$ cat src/rtl/poly_reduce_buffer.sv
`default_nettype none
// ============================================================================
// Module      : poly_reduce_buffer
// Description : Barrett-reduces accumulated coefficient pairs into the centred
//               range, buffers one polynomial of 2^DEPTH coefficients, then
//               streams the pairs out in ascending index order on demand.
// Revision    : 1.0 - initial release
// ============================================================================
module poly_reduce_buffer #(
   parameter int DEPTH = 5
) (
   input  logic             clk,
   input  logic             reset,
   input  logic             set,
   input  logic             in_valid,
   input  logic [15:0]      din_1,
   input  logic [15:0]      din_2,
   input  logic [DEPTH-1:0] in_index,
   input  logic             in_done,
   input  logic             readout,
   output logic             readin_ok,
   output logic             full,
   output logic [15:0]      dout_1,
   output logic [15:0]      dout_2,
   output logic [DEPTH-1:0] out_index,
   output logic             out_valid,
   output logic             out_done
);

   localparam int PW = DEPTH - 1;  // pair-counter width
   localparam logic signed [31:0] BARRETT_V   = 32'sd20159;
   localparam logic signed [31:0] BARRETT_RND = 32'sd33554432;  // 2^25
   localparam logic [15:0]        KYBER_Q     = 16'd3329;
   // Pair indices are always even; clearing the LSB here keeps every bit of
   // in_index in use while forcing the pair alignment.
   localparam logic [DEPTH-1:0]   EVEN_MASK   = {{(DEPTH-1){1'b1}}, 1'b0};
   localparam logic [DEPTH-1:0]   ODD_BIT     = {{(DEPTH-1){1'b0}}, 1'b1};
   localparam logic [PW-1:0]      LAST_PAIR   = {PW{1'b1}};

   typedef enum logic [1:0] {
      IDLE  = 2'd0,
      FILL  = 2'd1,
      FLUSH = 2'd2,
      OUT   = 2'd3
   } state_t;

   // Barrett quotient estimate t = (20159*a + 2^25) >>> 26; |t| <= 10.
   function automatic logic [15:0] barrett_t(input logic signed [15:0] a);
      return 16'((32'(a) * BARRETT_V + BARRETT_RND) >>> 26);
   endfunction

   // r = a - t*q; modulo-2^16 arithmetic gives the truncated result directly.
   function automatic logic [15:0] barrett_r(input logic [15:0] a,
                                             input logic [15:0] t);
      return a - t * KYBER_Q;
   endfunction

   state_t            state_q, state_d;
   logic              flush_cnt_q;
   logic              full_q;
   logic [PW-1:0]     out_cnt_q;
   logic [15:0]       dout_1_q, dout_2_q;
   logic [DEPTH-1:0]  out_index_q;
   logic              out_valid_q, out_done_q;

   logic              s1_valid_q, s2_valid_q;
   logic [DEPTH-1:0]  s1_idx_q, s2_idx_q;
   logic [15:0]       s1_a1_q, s1_a2_q, s1_t1_q, s1_t2_q;
   logic [15:0]       s2_r1_q, s2_r2_q;

   logic [15:0]       mem [2**DEPTH];

   logic              accept;
   logic              rd;
   logic              rd_last;

   assign accept  = (state_q == FILL) && in_valid;
   assign rd      = (state_q == OUT) && readout;
   assign rd_last = rd && (out_cnt_q == LAST_PAIR);

   // State register.
   always_ff @(posedge clk) begin
      if (reset) state_q <= IDLE;
      else       state_q <= state_d;
   end

   // Next-state logic; FLUSH lasts two cycles so the last pair lands in memory.
   always_comb begin
      state_d = state_q;
      case (state_q)
         IDLE:    if (set)         state_d = FILL;
         FILL:    if (in_done)     state_d = FLUSH;
         FLUSH:   if (flush_cnt_q) state_d = OUT;
         OUT:     if (rd_last)     state_d = IDLE;
         default:                  state_d = IDLE;
      endcase
   end

   // Pipeline valid bits; reset drops any pair still in flight.
   always_ff @(posedge clk) begin
      if (reset) begin
         s1_valid_q <= 1'b0;
         s2_valid_q <= 1'b0;
      end else begin
         s1_valid_q <= accept;
         s2_valid_q <= s1_valid_q;
      end
   end

   // Reduction datapath: stage 1 holds a and t, stage 2 holds the remainder.
   always_ff @(posedge clk) begin
      s1_idx_q <= in_index & EVEN_MASK;
      s1_a1_q  <= din_1;
      s1_a2_q  <= din_2;
      s1_t1_q  <= barrett_t(din_1);
      s1_t2_q  <= barrett_t(din_2);
      s2_idx_q <= s1_idx_q;
      s2_r1_q  <= barrett_r(s1_a1_q, s1_t1_q);
      s2_r2_q  <= barrett_r(s1_a2_q, s1_t2_q);
   end

   // Coefficient buffer, two write ports so a pair lands in a single cycle.
   always_ff @(posedge clk) begin
      if (s2_valid_q && !reset) begin
         mem[s2_idx_q]           <= s2_r1_q;
         mem[s2_idx_q | ODD_BIT] <= s2_r2_q;
      end
   end

   // Flush timer, full flag and registered readout port.
   always_ff @(posedge clk) begin
      if (reset) begin
         flush_cnt_q <= 1'b0;
         full_q      <= 1'b0;
         out_cnt_q   <= '0;
         dout_1_q    <= '0;
         dout_2_q    <= '0;
         out_index_q <= '0;
         out_valid_q <= 1'b0;
         out_done_q  <= 1'b0;
      end else begin
         flush_cnt_q <= (state_q == FLUSH) && !flush_cnt_q;
         if ((state_q == FLUSH) && flush_cnt_q) full_q <= 1'b1;
         else if (out_done_q)                   full_q <= 1'b0;
         out_valid_q <= rd;
         out_done_q  <= rd_last;
         if (rd) begin
            dout_1_q    <= mem[{out_cnt_q, 1'b0}];
            dout_2_q    <= mem[{out_cnt_q, 1'b1}];
            out_index_q <= {out_cnt_q, 1'b0};
            out_cnt_q   <= out_cnt_q + 1'b1;  // wraps to 0 after the last pair
         end
      end
   end

   assign readin_ok = (state_q == FILL);
   assign full      = full_q;
   assign dout_1    = dout_1_q;
   assign dout_2    = dout_2_q;
   assign out_index = out_index_q;
   assign out_valid = out_valid_q;
   assign out_done  = out_done_q;

endmodule
`default_nettype wire

$ cat config.mk
export PLATFORM = sky130hd
export DESIGN_NAME = poly_reduce_buffer
export DESIGN_NICKNAME = d
export VERILOG_FILES = /design/src/rtl/poly_reduce_buffer.sv
export SDC_FILE = /design/constraint.sdc
export NUM_CORES = 2
export LEC_CHECK = 0
export CORE_MARGIN = 5
export CORE_UTILIZATION = 63
export CTS_CLUSTER_SIZE = 12
export DETAILED_ROUTE_END_ITERATION = 10
export GPL_ROUTABILITY_DRIVEN = 0
export PLACE_DENSITY = 0.81
export SLEW_MARGIN = 25
export SYNTH_ARGS = -nofsm -noshare
export SYNTH_HDL_FRONTEND = slang
export SYNTH_SLANG_ARGS = --single-unit
$ cat constraint.sdc
create_clock -name clk -period 7.6 [get_ports clk]
set_clock_uncertainty 0.05 [all_clocks]
set_input_delay 1.52 -clock clk [delete_from_list [all_inputs] [get_ports clk]]
set_output_delay 1.52 -clock clk [all_outputs]
set_load 0.1 [all_outputs]
final_placement.png
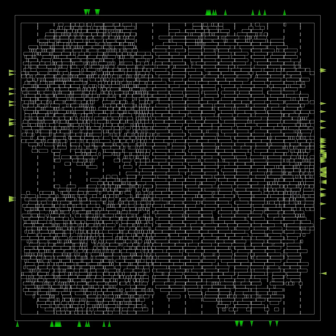
Layout Cells excl Fill: 3713
number of filler cells placed in the layout: 3887

port_nets.png
Scale: 1 px per um.
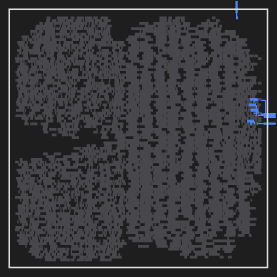
| colour | port | bits | direction | edge | end cells | buffers | wire |
|---|---|---|---|---|---|---|---|
| blue | out_index | 5 | output | 4 east, 1 north | 5 | 4 | 91.5 um |
port bufs: 81
count of boundary I/O pins: 84

==> writeup.txt <==
The report counts max-capacitance violations totalling 0. Per the repair_timing log after CTS, setup buffers inserted total 0. The share of synthesized cell area in full adder, half adder and majority cells is 0.289.

The biggest slice of the area belongs to sequential cells. Setup repair after global routing left no endpoint under its margin. The global-route layer with the greatest usage was met2. In the synthesized netlist, the dominant kind of combinational cell is adder cells. With the clock distribution area overhead in the final layout at 0.0460, the via total after detailed routing is 21275. Hold timing on the final database bottoms out at a slack of 0.280 ns. The final hold violation count recorded for this run is 0. The routed design could run at a clock period as short as 6.91 ns. The post-detailed-route count of antenna-violating nets is 0. For the count of sequential standard cells, the log shows 644. The run gives 1672 for the violation count after the first detailed-route iteration.

With the initial antenna violation count at 1, the yosys stat chip area is 38300 sq um. For the initial cell density of the core, the log shows 0.635. The number of buffers and inverters on the critical path is 5.

The floorplan has 90 rows. The HPWL after detailed placement is 52.8 mm, and the yosys stat cell total is 2728. The total setup violations reported at the end of the flow is 0. Detailed routing placed a total of 5.27 mm of wire on met3. In this run the cell area of the synthesized design comes to 38300 sq um. Detailed routing placed a total of 41.9 mm of wire on met2. The number of nets produced by synthesis came out at 3474. In the layout the commonest cells are 673 x inv_1, 512 x edfxtp_1, 397 x ha_1.

The synthesis report lists the most area-consuming cells as edfxtp_1 40%, fa_1 16%, ha_1 13%. The flop share of the area is 0.425. The via count of the first global-routing pass is 23238. The timing report attributes the biggest portion of critical-path delay to adder cells.

The clock H-tree reported by CTS has 3 levels. Entering global routing, the biggest net connects 85 pins. The layout has 105 clock buffers. Warnings reported by Yosys during synthesis add up to 0.

The top cell type in the final layout, fill and taps aside, is inv_1. After detailed routing, the total wire length is 80.0 mm. The report shows a maximum critical-path fanout of 8.

The flow inserted 782 tap cells. The quantity of hold-fixing buffers added after cts is 0.

In this run, synthesis produced a sequential element count of 644. The met3 track demand over resource in global routing came out at 0.0317. The flow ran to the end, and the final reports show no timing, DRC or antenna violations. The area share of and-or/or-and cells after synthesis is 0.0308, and the area of the die is 65900 sq um.

In the final layout, the multi-input gates occupy 17600 sq um. The run gives 0.0305 for the share of final layout cell area taken by non-clock buffers. CTS added clock buffers totalling 66. The area taken by sequential standard cells is reported as 18000 sq um.

Worst slew margin relative to its limit: 0.322. The cell resize tally after clock tree synthesis was 0; the count of non-CTS inverters in the layout was 673. Data arrives at the worst endpoint at 7.37 ns.

The number of buffers on the longest clock path was 3. The number of placed instances, taps included, is 3593. The largest total area in the synthesized netlist belongs to edfxtp_1.

The horizontal extent of the die is 257 um. In this run the critical path is formed by clkdlybuf4s50_1, inv_1, fa_1, inv_1, fa_1, ha_1, fa_1, fa_1, inv_1, fa_1, inv_1, ha_1, a21o_1, a21o_1, a311oi_1, a21oi_2, o31a_1, nor2_1, xor2_1. The fraction of the mapped netlist area in simple logic gates is 0.0275. The number of enable flip-flop cells is 512. The most critical min-delay path falls under flop to flop. The top cell type's share of synthesized area is 0.401.

Sorting the synthesized cells by how often they occur yields 673 x inv_1, 512 x edfxtp_1, 397 x ha_1. The flow reports an fmax of 0.145 GHz.
drive_strength.png
Scale: 2 px per um.
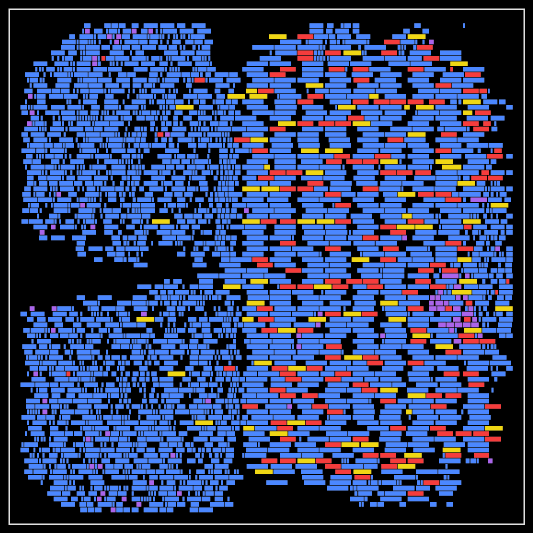
| colour | size | cells |
|---|---|---|
| purple | drive 3 to 4 | 75 |
| red | drive 2 | 173 |
| yellow | drive 6 and up | 78 |
| blue | drive 1 or less | 2604 |
bufs w/o clock: 139
Layout Area Growth over Synthesis: 10.6%
Final Cell Area: 42400 sq um
worst-case setup margin in the final layout: 0.693 ns

-- final timing paths --
| kind | from | to | cells after the start |
|---|---|---|---|
| setup / recovery | din_1[6] | s1_t1_q[4] | 19 |
| hold / removal | s1_idx_q[3] | s2_idx_q[3] | 0 |
| setup reg to reg | s1_a2_q[3] | s2_r2_q[13] | 14 |
| hold reg to reg | s1_idx_q[3] | s2_idx_q[3] | 0 |
-- through the flow --
| step | setup WS, ns | utilization | cell area (sq um) |
|---|---|---|---|
| floorplan | 1.05 | - | 38300 |
| global placement | 0.227 | 0.669 | 40400 |
| detailed placement | 0.132 | 0.670 | 40400 |
| CTS | 0.750 | 0.702 | 42400 |
| global route | 0.452 | 0.703 | 42400 |
| finish | 0.693 | 0.703 | 42400 |
